==> images/closeup.png <==
Scale bar: 5 microns. Window x 143 to 163, y 204 to 224 microns. Cells in grey, sequential cells in the stronger grey; small squares are vias.
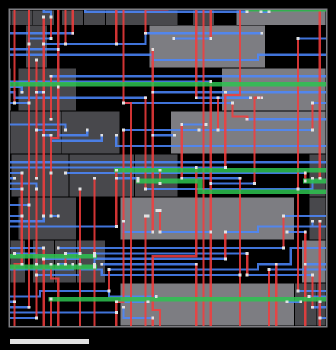
==> images/route_heat.png <==
The die is cut into 31 by 31 equal tiles; white is low, dark blue is high, scaled to the fullest tile. Values are wire area over tile area, all layers added.
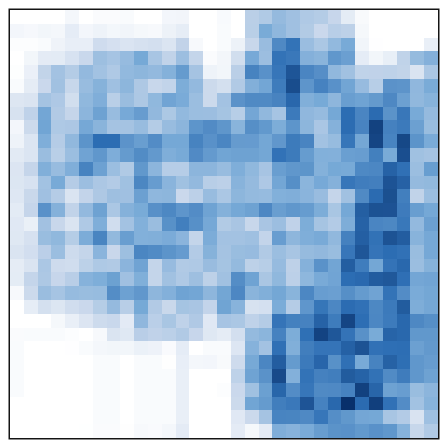
==> images/clock_nets.png <==
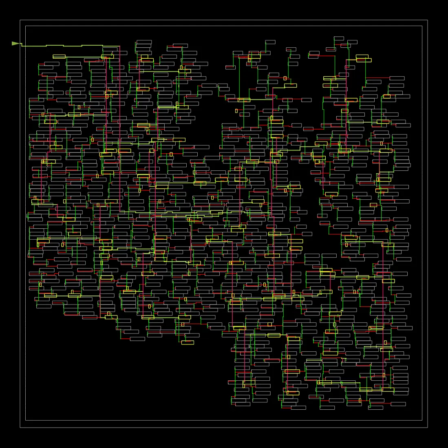
--- src/rtl/rpi_bus_pkg.sv ---
`default_nettype none
// ============================================================================
// Module      : rpi_bus_pkg
// Description : Bank numbers, bank-0 special addresses, FIFO-command bit
//               positions and error-counter helpers for the RPi bus block.
// Revision    : 1.0 - initial release
// ============================================================================
package rpi_bus_pkg;

    localparam int BANK_REGS = 0;
    localparam int BANK_FIFO = 1;

    localparam int OFFSET_WIDTH = 15;

    localparam logic [OFFSET_WIDTH-1:0] ADDR_STATUS = 15'd8;
    localparam logic [OFFSET_WIDTH-1:0] ADDR_COUNT  = 15'd9;
    localparam logic [OFFSET_WIDTH-1:0] ADDR_ERRORS = 15'd10;

    localparam int CLEAR_FIFO_BIT   = 0;
    localparam int CLEAR_ERRORS_BIT = 1;

    localparam int ERR_CNT_WIDTH = 8;

    typedef logic [ERR_CNT_WIDTH-1:0] err_cnt_t;

    function automatic err_cnt_t sat_inc(input err_cnt_t value);
        return (value == '1) ? value : value + err_cnt_t'(1);
    endfunction

endpackage
`default_nettype wire

--- src/rtl/sync_fifo_fwft.sv ---
`default_nettype none
// ============================================================================
// Module      : sync_fifo_fwft
// Description : Synchronous first-word-fall-through FIFO on an inferable RAM
//               with a registered head word and overflow/underflow events.
// Revision    : 1.0 - initial release
// ============================================================================
module sync_fifo_fwft #(
    parameter int DATA_WIDTH = 32,
    parameter int LOG2_DEPTH = 4
) (
    input  logic                  clock,
    input  logic                  reset,
    input  logic                  push,
    input  logic [DATA_WIDTH-1:0] push_data,
    input  logic                  pop,
    input  logic                  clear,
    output logic [DATA_WIDTH-1:0] head_data,
    output logic                  full,
    output logic                  empty,
    output logic [LOG2_DEPTH:0]   count,
    output logic                  overflow,
    output logic                  underflow
);

    localparam int DEPTH = 2 ** LOG2_DEPTH;
    localparam logic [LOG2_DEPTH:0] FULL_COUNT = (LOG2_DEPTH + 1)'(DEPTH);

    logic [DATA_WIDTH-1:0] mem [DEPTH];
    logic [DATA_WIDTH-1:0] head_q;
    logic [LOG2_DEPTH-1:0] wr_ptr_q, wr_ptr_d;
    logic [LOG2_DEPTH-1:0] rd_ptr_q, rd_ptr_d;
    logic [LOG2_DEPTH:0]   count_q, count_d;
    logic                  push_ok;
    logic                  pop_ok;

    always_comb begin
        empty     = (count_q == '0);
        full      = (count_q == FULL_COUNT);
        // A pop on a full FIFO frees the slot the simultaneous push lands in.
        pop_ok    = pop && !clear && !empty;
        push_ok   = push && !clear && (!full || pop_ok);
        overflow  = push && !clear && full && !pop_ok;
        underflow = pop && !clear && empty;

        wr_ptr_d = wr_ptr_q;
        rd_ptr_d = rd_ptr_q;
        count_d  = count_q;
        if (clear) begin
            wr_ptr_d = '0;
            rd_ptr_d = '0;
            count_d  = '0;
        end else begin
            if (push_ok) wr_ptr_d = wr_ptr_q + 1'b1;
            if (pop_ok)  rd_ptr_d = rd_ptr_q + 1'b1;
            if (push_ok && !pop_ok)      count_d = count_q + 1'b1;
            else if (pop_ok && !push_ok) count_d = count_q - 1'b1;
        end
    end

    always_ff @(posedge clock) begin
        if (reset) begin
            wr_ptr_q <= '0;
            rd_ptr_q <= '0;
            count_q  <= '0;
        end else begin
            wr_ptr_q <= wr_ptr_d;
            rd_ptr_q <= rd_ptr_d;
            count_q  <= count_d;
        end
    end

    // RAM port and head register carry no reset so the array maps onto block RAM.
    always_ff @(posedge clock) begin
        if (push_ok) mem[wr_ptr_q] <= push_data;
        head_q <= mem[rd_ptr_q];
    end

    assign head_data = head_q;
    assign count     = count_q;

endmodule
`default_nettype wire

--- src/rtl/rpi_bus_register_file_and_fifo.sv ---
`default_nettype none
// ============================================================================
// Module      : rpi_bus_register_file_and_fifo
// Description : Bus-facing control register file (bank 0) and fabric-to-bus
//               readout FIFO (bank 1) with registered readback.
// Revision    : 1.0 - initial release
// ============================================================================
module rpi_bus_register_file_and_fifo
    import rpi_bus_pkg::*;
#(
    parameter int BUS_DATA_WIDTH              = 32,
    parameter int LOG2_OF_NUMBER_OF_REGISTERS = 3,
    parameter int LOG2_OF_FIFO_DEPTH          = 4
) (
    input  logic                          clock,
    input  logic                          reset,
    input  logic [1:0]                    write_strobe,
    input  logic [1:0]                    read_strobe,
    input  logic [15:0]                   address_word,
    input  logic [BUS_DATA_WIDTH-1:0]     write_data_word,
    output logic [BUS_DATA_WIDTH-1:0]     read_data_word,
    output logic [(2**LOG2_OF_NUMBER_OF_REGISTERS)*BUS_DATA_WIDTH-1:0] control_registers,
    input  logic [BUS_DATA_WIDTH-1:0]     status_word,
    input  logic                          fifo_push,
    input  logic [BUS_DATA_WIDTH-1:0]     fifo_data_in,
    output logic                          fifo_full,
    output logic                          fifo_empty,
    output logic [LOG2_OF_FIFO_DEPTH:0]   fifo_count,
    output logic [ERR_CNT_WIDTH-1:0]      overflow_errors,
    output logic [ERR_CNT_WIDTH-1:0]      underflow_errors
);

    localparam int NUM_REGS = 2 ** LOG2_OF_NUMBER_OF_REGISTERS;
    localparam int RA       = LOG2_OF_NUMBER_OF_REGISTERS;

    logic [BUS_DATA_WIDTH-1:0] regs_q [NUM_REGS];
    logic [BUS_DATA_WIDTH-1:0] read_data_q, read_data_d;
    logic                      strobe_prev_q;
    err_cnt_t                  overflow_q, overflow_d;
    err_cnt_t                  underflow_q, underflow_d;

    logic [OFFSET_WIDTH-1:0]   offset;
    logic                      reg_hit;
    logic                      fifo_cmd;
    logic                      fifo_clear;
    logic                      err_clear;
    logic                      fifo_pop;
    logic [BUS_DATA_WIDTH-1:0] fifo_head;
    logic                      fifo_overflow;
    logic                      fifo_underflow;
    logic                      unused_inputs;

    assign offset     = address_word[OFFSET_WIDTH-1:0];
    assign reg_hit    = (offset[OFFSET_WIDTH-1:RA] == '0);
    assign fifo_cmd   = write_strobe[BANK_FIFO] && (offset == '0);
    assign fifo_clear = fifo_cmd && write_data_word[CLEAR_FIFO_BIT];
    assign err_clear  = fifo_cmd && write_data_word[CLEAR_ERRORS_BIT];
    // Only the rising edge of the bank-1 read level consumes a word.
    assign fifo_pop   = read_strobe[BANK_FIFO] && !strobe_prev_q && (offset == '0);
    // Bank-0 reads have no side effects, so its read level is not needed.
    assign unused_inputs = read_strobe[BANK_REGS];

    sync_fifo_fwft #(
        .DATA_WIDTH (BUS_DATA_WIDTH),
        .LOG2_DEPTH (LOG2_OF_FIFO_DEPTH)
    ) u_fifo (
        .clock     (clock),
        .reset     (reset),
        .push      (fifo_push),
        .push_data (fifo_data_in),
        .pop       (fifo_pop),
        .clear     (fifo_clear),
        .head_data (fifo_head),
        .full      (fifo_full),
        .empty     (fifo_empty),
        .count     (fifo_count),
        .overflow  (fifo_overflow),
        .underflow (fifo_underflow)
    );

    always_comb begin
        overflow_d  = overflow_q;
        underflow_d = underflow_q;
        if (err_clear) begin
            overflow_d  = '0;
            underflow_d = '0;
        end else begin
            if (fifo_overflow)  overflow_d  = sat_inc(overflow_q);
            if (fifo_underflow) underflow_d = sat_inc(underflow_q);
        end
    end

    always_comb begin
        read_data_d = '0;
        if (address_word[15] == 1'(BANK_FIFO)) begin
            if ((offset == '0) && !fifo_empty) read_data_d = fifo_head;
        end else if (reg_hit) begin
            read_data_d = regs_q[offset[RA-1:0]];
        end else if (offset == ADDR_STATUS) begin
            read_data_d = status_word;
        end else if (offset == ADDR_COUNT) begin
            read_data_d = BUS_DATA_WIDTH'(fifo_count);
        end else if (offset == ADDR_ERRORS) begin
            read_data_d = BUS_DATA_WIDTH'({overflow_q, underflow_q});
        end
    end

    always_ff @(posedge clock) begin
        if (reset) begin
            for (int i = 0; i < NUM_REGS; i++) regs_q[i] <= '0;
            read_data_q   <= '0;
            strobe_prev_q <= 1'b0;
            overflow_q    <= '0;
            underflow_q   <= '0;
        end else begin
            if (write_strobe[BANK_REGS] && reg_hit) begin
                regs_q[offset[RA-1:0]] <= write_data_word;
            end
            read_data_q   <= read_data_d;
            strobe_prev_q <= read_strobe[BANK_FIFO];
            overflow_q    <= overflow_d;
            underflow_q   <= underflow_d;
        end
    end

    generate
        for (genvar n = 0; n < NUM_REGS; n++) begin : g_flatten
            assign control_registers[n*BUS_DATA_WIDTH +: BUS_DATA_WIDTH] = regs_q[n];
        end
    endgenerate

    assign read_data_word   = read_data_q;
    assign overflow_errors  = overflow_q;
    assign underflow_errors = underflow_q;

endmodule
`default_nettype wire

--- config.mk ---
export PLATFORM = sky130hd
export DESIGN_NAME = rpi_bus_register_file_and_fifo
export DESIGN_NICKNAME = d
export VERILOG_FILES = /design/src/rtl/rpi_bus_pkg.sv /design/src/rtl/sync_fifo_fwft.sv /design/src/rtl/rpi_bus_register_file_and_fifo.sv
export SDC_FILE = /design/constraint.sdc
export NUM_CORES = 1
export LEC_CHECK = 0
export ABC_AREA = 1
export CAP_MARGIN = 20
export CORE_MARGIN = 4
export CORE_UTILIZATION = 40
export DETAILED_ROUTE_END_ITERATION = 12
export SYNTH_ARGS = -nofsm -noshare
export SYNTH_HDL_FRONTEND = slang
export SYNTH_HIERARCHICAL = 1
export SYNTH_SLANG_ARGS = --single-unit
--- constraint.sdc ---
create_clock -name clock -period 13.5 [get_ports clock]
set_input_delay 2.7 -clock clock [delete_from_list [all_inputs] [get_ports clock]]
set_output_delay 2.7 -clock clock [all_outputs]
set_load 0.02 [all_outputs]
==> flow_summary.toml <==
# implementation run metrics
[pwr]
switching_share = 0.226
leakage_nw = 16.2
pwr-share-clk = 0.414
power_density_nw_per_um2 = 133
seqPwrFrac = 0.516
ir_drop_v = 0.0000934
combPwrFrac = 0.070
internal_power_mw = 4.54
total_power_mw = 5.87
p_switching_mw = 1.32

[timing]
fin_ws_ns = 7.19
setup_viol = 0
max_clock_freq_mhz = 159
max_slew_margin = 0.202
worst_pin_slew_ns = 1.19
fin_crit_ns = 6.31
hold_viol_final = 0
drv_slew = 0
rsz0062_at_grt = "false"
hold_ws_ns = 0.446
tns_ns = 0
finalCritPeriodShare = 0.467

[critical_path]
required_ns = 14.06
r2r-end = "u_fifo/head_data[14]"
critPathCapture = "u_fifo/count[4]"
crit_path_start_kind = "input pin"
worst_ep_arrival_time_ns = 6.86
path_class = "in2reg"
cp_max_fo = 19
startpoint = "address_word[12]"
rrSetupSlack_ns = 9.12
reg2reg_from = "u_fifo/rd_ptr_q[0]"
rr_worst_depth = 10
cp-end-kind = "register"

[synth]
yosysChipArea_sq_um = 35600
ys_sh_adder = 0.00443
netlist_instances = 3311
synth_area_per_cell_sq_um = 10.8
async_reset_ff_frac = 0
ys_cells = 3311
netlist_area_sq_um = 35600
largest_area_cell = "edfxtp_1"
ff_type = "edfxtp_1"
aoi_share = 0.0677
mux_area_frac = 0
xor_share = 0.00369
edf_count = 768
synthTopCellsByArea = "edfxtp_1 (65%), nand2_1 (7.3%), nor2_1 (6.6%)"
top_cell_area_share = 0.648
syn_nets = 3442
synth_cell_types = 33
netlist_top_cells_count = "edfxtp_1 (768), nand2_1 (694), nor2_1 (627), nand3_1 (213), a21oi_1 (195)"
top_cell = "edfxtp_1"
ys_warn_count = 6
ys_seq_frac = 0.701
simple_gate_share = 0.182
ys_top_logic_family = "simple AND/OR/NAND/NOR gates"
ys_seq_elements = 862

[final_layout]
nets = 3842
num-clock-buffers = 131
comb-cell-share = 0.211
drive_gt1_frac = 0.0676
antennaDiodeCount = 12
final_layout_top_logic_cells = "edfxtp_1 (768), nand2_1 (688), nor2_1 (625), clkdlybuf4s50_1 (427), nand3_1 (212)"
nMultiInputCombCells = 2091
buf_share = 0.109
fin_util = 0.498
lay_top_count = "edfxtp_1"
seq_area_frac = 0.566
fillers = 7929
final_cell_count_no_fill = 4963
nonClockBufferCount = 492
num-nonclk-inverters = 173
final_area_sq_um = 44000
area.sequential_sq_um = 25000
area_growth_syn_to_layout_pct = 23.7
largestClassByArea = "sequential cells"
logic_area_sq_um = 9300
clkCellAreaFrac = 0.0653

[routing]
drt-total-wl_microns = 120000
num_vias = 25966
dr.first_iter.drc_count = 2791
antenna_left = 0
drt_first_pass_iters = 6
vias_per_cell = 5.23
post_drt_wl_per_cell_microns = 24.1
drc = 0

[job]
cap_violations = 0
warnings = 33

[clock_tree]
clkTransAtPathRegs_ns = 0.06
cts_resized = 0
cts_made_buffers = 91
cts_hold_buffers = 0
cts_max_path_buffers = 3
cts-root-buf = "clkbuf_16"
cts_tree = "yes"
cts_htree_levels = 3
post_cts_buffers = 0

[global_routing]
grt_pass1_vias = 23986
grt_pass1_wl_microns = 170000
antenna_found_initial = 22
grt_busiest_layer = "met2"
met3_usage = 0.0492
met1_usage = 0.313
met2_usage = 0.420
grt_max_degree = 127
grt_remaining_overflow = 0
grt_usage = 0.246

[outcome]
status = "complete, no violations"

[placed_design]
hpwlAfterDp_microns = 77200
place_congestion = 0.872
placed_cell_area_sq_um = 41100
io_buffers = 428
detailedPlace.worstSlack_ns = 6.52

[floorplan]
die_area_sq_um = 93800
dieHeight_microns = 306
fp.coreArea_sq_um = 88400
row_count = 109
dieWidth_microns = 306
initial_core_util = 0.403
io_pins = 430
tapCellCount = 1165

[worst_hold_path]
hold_class = "reg2reg"
hold_depth = 2
About closeup.png:
- M1: blue
- M2: red
- M3: green
- netlist names of flops here include: u_fifo/mem (4), u_fifo/wr_ptr_q (1)
- sequential cells in the window: 5
- most frequent: nor3_2 (5), edfxtp_1 (4), nand2_1 (3)
- cells with their middle in the window: 20

About route_heat.png:
- nearly empty tiles: 10%
- densest ninth of the die: lower right
- tiles over half the peak: 34%
- mean over tiles: 0.21
- emptiest ninth of the die: lower left
- fullest tile: 0.56

About clock_nets.png:
P_clk: 2.43 mW
flop count: 862
clock sinks: 862
Clock Skew: 0.0263 ns
clk_lat worst skew: 0.64 ns

## registers in the layout, summed over array words and instances, names as in the netlist
name	flops
u_fifo/head_data	32
u_fifo/mem	512
read_data_word	32
overflow_errors	8
strobe_prev_q	1
underflow_errors	8
u_fifo/rd_ptr_q	4
regs_q	256
u_fifo/count	5
u_fifo/wr_ptr_q	4
## power by group through the flow
stage / registers [mW] / clock network (mW) / logic, mW
2_1_floorplan: 3.12 / 0 / 0.121
3_3_place_gp: 3.08 / 0 / 0.408
3_5_place_dp: 3.08 / 0 / 0.411
4_1_cts: 3.03 / 2.47 / 0.412
5_1_grt: 3.03 / 2.57 / 0.436
6_report: 3.03 / 2.43 / 0.411
## worst min-delay path by stage
stage	startpoint	to	slack [ns]
floorplan	u_fifo/head_data[16]	read_data_word[16]	0.43
global placement	u_fifo/head_data[10]	read_data_word[10]	0.44
detailed placement	u_fifo/head_data[15]	read_data_word[15]	0.44
CTS	u_fifo/head_data[19]	read_data_word[19]	0.45
global route	u_fifo/head_data[18]	read_data_word[18]	0.46
finish	u_fifo/head_data[3]	read_data_word[3]	0.45
## metal layers
layer  wire (microns)  vias to the layer above  share of wire
met5               52                        -        0.00043
met4             4700                        6          0.039
met3            10300                      208          0.086
met2            58600                     1138           0.49
met1            45900                    12525           0.38
li1                 -                    12089              -
## worst max-delay path, cell delays in order
cell and delay [ns]:
clkdlybuf4s50_1 0.40, nor2_1 0.10, nand2_1 0.06, nor2_2 0.42
nand2_2 0.11, nor2_2 0.21, nand2_1 0.12, nor2_1 0.31
inv_1 0.08, nand2_1 0.11, nand4_1 0.27, nand2_2 0.50
inv_1 0.16, ha_1 0.24, inv_1 0.16, ha_1 0.28
or2_2 0.31, nand2_1 0.07, nand2_1 0.04, nand2_1 0.05
nand2_1 0.04, a21oi_1 0.12
No activity file was given, so power comes from the tool's default toggle rates.
